Design lsu_rmw, sky130hd; sources not shown.
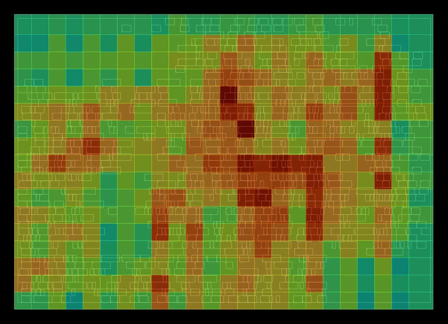
congestion.png
Layout Utilization: 0.486
grt peak-use layer: met2

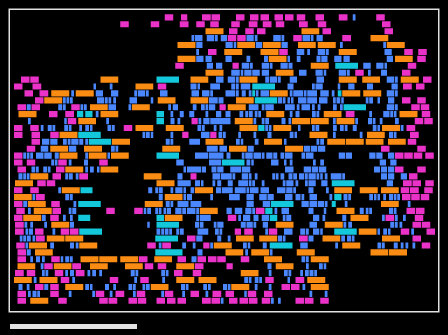
placement_by_type.png
Scale bar: 50 microns.
legend:
  magenta:
    class: remaining buffers and delay cells
    cells: 211
  cyan:
    class: clock drivers and dummy loads
    cells: 32
  orange:
    class: sequential cells
    cells: 135
  blue:
    class: combinational and other logic
    cells: 630
cell row count: 42
final instance area: 9220 sq um
sequential cell area share: 0.293

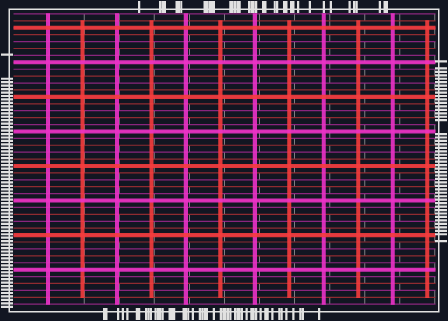
power_grid.png
Pins as bars on the die edge. Tap cells in gray.
legend:
  magenta:
    net: VSS
  red:
    net: VDD
met1 rails: 43
tap cells: 264
met5 straps: 8
Die Ht: 119 microns
Peak VDD IR: 0.000188 V
core area: 19,000 sq um
die width: 168 microns

==> deck_impl_summary.md <==
Key Metrics from the Run

Status
  – Status: complete, no violations

Clock tree
  – CTS tree: yes
  – Reg clk slew, reported paths: about 60 ps
  – Post-CTS sizing: 0
  – CTS Sinks: 135
  – CTS Root Cell: clkbuf_16
  – Hold buffers post-CTS: 0
  – Longest Clk Path Bufs: 2
  – Post-CTS Setup Bufs: 0
  – Insertion Delay late pin: between 400 and 500 ps
  – H-tree depth: 4
  – CTS Buf Count: 17

Finish
  – Proportion of layout cells with a drive suffix above 1: 0.0625
  – Final net count: between 1k and 1.5k
  – N_diodes: 0
  – Synthesis-to-finish area growth: 35.8%

Timing
  – Final period utilization: 0.670
  – Hold Fails Final Rpt: 0
  – RSZ-0062 raised after global routing: no
  – Max Fclk: between 0.2 and 0.25 GHz
  – # setup viols final: 0
  – Slew @ Worst Pin: just over 900 ps
  – Final setup margin: approximately 2100 ps
  – Setup TNS Final: 0 ps
  – Post-layout min period: between 4000 and 5000 ps
  – Relative slew slack: 0.392
  – Max-slew violation count: 0

Setup path
  – Crit-path max cell delay: 730 ps
  – Critical path arrival: 3540 ps
  – Critical Path, Cell by Cell: inv_1 -> ha_1 -> and2_1 -> buf_4 -> and3_1 -> a21oi_1 -> o32ai_1 -> clkdlybuf4s50_1
  – Internal reg-to-reg setup slack: roughly 3800 ps
  – Stages on the worst setup path: 8
  – R2R cell count: 7
  – CP required: 5610 ps
  – Cell family with most CP delay: buffers and inverters
  – Worst setup SP type: flip-flop
  – Critical path capture point type: primary output
  – Worst Path Buf+Inv: 3
  – Worst-path fanout max: 33
  – Kind of critical path: reg2out
  – Slowest stage cell, crit path: clkdlybuf4s50_1

Floorplan
  – Starting Density: 0.358
  – DIE AREA: 20,000 sq um
  – Num ports: about 210

Global routing
  – GR Overflow Total: 0
  – Largest net degree at the start of global routing: about 75
  – First-pass GRT wire length: about 35 mm
  – Vias in the first global route: around 6.4k
  – Gr usage total: 0.229
  – Initial antenna violation count: 1

Route
  – DRC: 0
  – Routed vias: between 6k and 7k
  – WL per Instance: roughly 18 microns
  – DR pass1 iterations: 6
  – Drt total wl: ~23 mm
  – Post-DR vias/cell: between 5 and 6
  – DRT iter0 DRCs: ~790
  – Routed Antenna Nets: 0

Power and ir drop
  – Leak pwr: 0.00308 uW
  – PwrDens: 360 nW/um^2

Synthesis
  – Synth Seq Share: 0.398
  – Chip Area, Yosys: approximately 6800 sq um
  – Mean Syn Cell Area: roughly 8 sq um
  – Main flop type: dfxtp_1
  – Post-synth ARST share: 0
  – Yosys warning total: 0
  – Flip-flops with a built-in enable: 0
  – Ys flops: roughly 140
  – Distinct lib cells: ~59
  – Syn Inst Count: roughly 870
  – Post-synthesis cell count from yosys: ~870
  – Mapped Area: 6790 sq um

Placement
  – GP Congestion: 0.860
  – HPWL after DPL: roughly 16 mm
  – # port buffers: 202
  – Pre-CTS setup slack: about 2300 ps
  – Dpl cell area: 8640 sq um

Min path
  – Hold Crit Class: reg2reg
  – Min-Delay Path Depth: 2

Run
  – Number of logged tool warnings: 33
  – Max-Cap Viols: 0
logic make-up after synthesis:
| kind of cell | count (synthesis) | share of synthesized area |
|---|---|---|
| adders and majority gates | 9 | 0.0166 |
| AOI/OAI and AO/OA | 258 | 0.255 |
| DFF | 135 | 0.398 |
| and+or+nand+nor | 305 | 0.189 |
| other | 1 | 0.000552 |
| muxes | 21 | 0.0350 |
| buffers and inverters | 140 | 0.105 |
per-stage QoR:
step / total power, uW / hold slack [ps] / cells
after global placement: 2330 / 390 / 1240
after global routing: 3500 / 425 / 1272
after CTS: 3330 / 407 / 1272
final: 3320 / 405 / 1272
after floorplan: 1960 / 382 / 870
after detailed placement: 2340 / 396 / 1240
cell usage after synthesis, drive strengths merged (5+ instances only):
master	count	area share
a22oi	29	0.032
and2	5	0.0046
o221ai	16	0.021
clkbuf	45	0.025
a32oi	18	0.023
ha	9	0.017
o32ai	6	0.0088
buf	60	0.060
a21oi	121	0.089
a221oi	25	0.032
a22o	7	0.0090
o21ai	7	0.0052
nand2	259	0.14
dfxtp	135	0.40
inv	35	0.019
o31ai	8	0.0088
o211ai	9	0.010
nor2	7	0.0039
nor2b	12	0.011
mux2i	11	0.016
mux2	9	0.015
worst min-delay path, stage by stage, from the launching register on:
cell and delay (ps):
dfxtp_1 310, nand2_1 50, a21oi_1 50
cell type report:
class	instances	area (sq um)
fill	1858	9760
multi-input combinational	595	3390
sequential	135	2700
timing repair buffer	211	2090
clock buffer	20	457
tap	264	330
inverter	35	131
clock inverter	12	116
power breakdown:
part / switching (uW) / internal, uW / total (uW) / leakage (uW)
Combinational: 749 / 488 / 1240 / 0.00170
Sequential: 118 / 984 / 1100 / 0.00110
Clock: 408 / 570 / 977 / 0.000278
Total: 1270 / 2040 / 3320 / 0.00308
routing by layer:
layer  vias up  track usage  part of all wire
li1       3252            -                 -
met1      3205        0.315              0.47
met2       279        0.334              0.43
met3        27       0.0760             0.092
met4         2       0.0750             0.011
met5         -            0           0.00057
cell usage in the layout (no fill, tap or decap), drive strengths merged, types with 5 or more instances in the layout:
cell | synthesis | final
a221oi | 25 | 25
and2 | 5 | 5
nor2 | 7 | 7
nand2 | 259 | 259
o221ai | 16 | 16
mux2i | 11 | 11
o32ai | 6 | 6
a22oi | 29 | 29
mux2 | 9 | 9
clkdlybuf4s50 | 0 | 201
o31ai | 8 | 8
ha | 9 | 9
nor2b | 12 | 12
a21oi | 121 | 121
a32oi | 18 | 18
dfxtp | 135 | 135
inv | 35 | 39
clkinv | 0 | 5
o21ai | 7 | 7
o211ai | 9 | 9
a22o | 7 | 7
buf | 60 | 10
clkbuf | 45 | 20
No activity file was given, so power comes from the tool's default toggle rates.
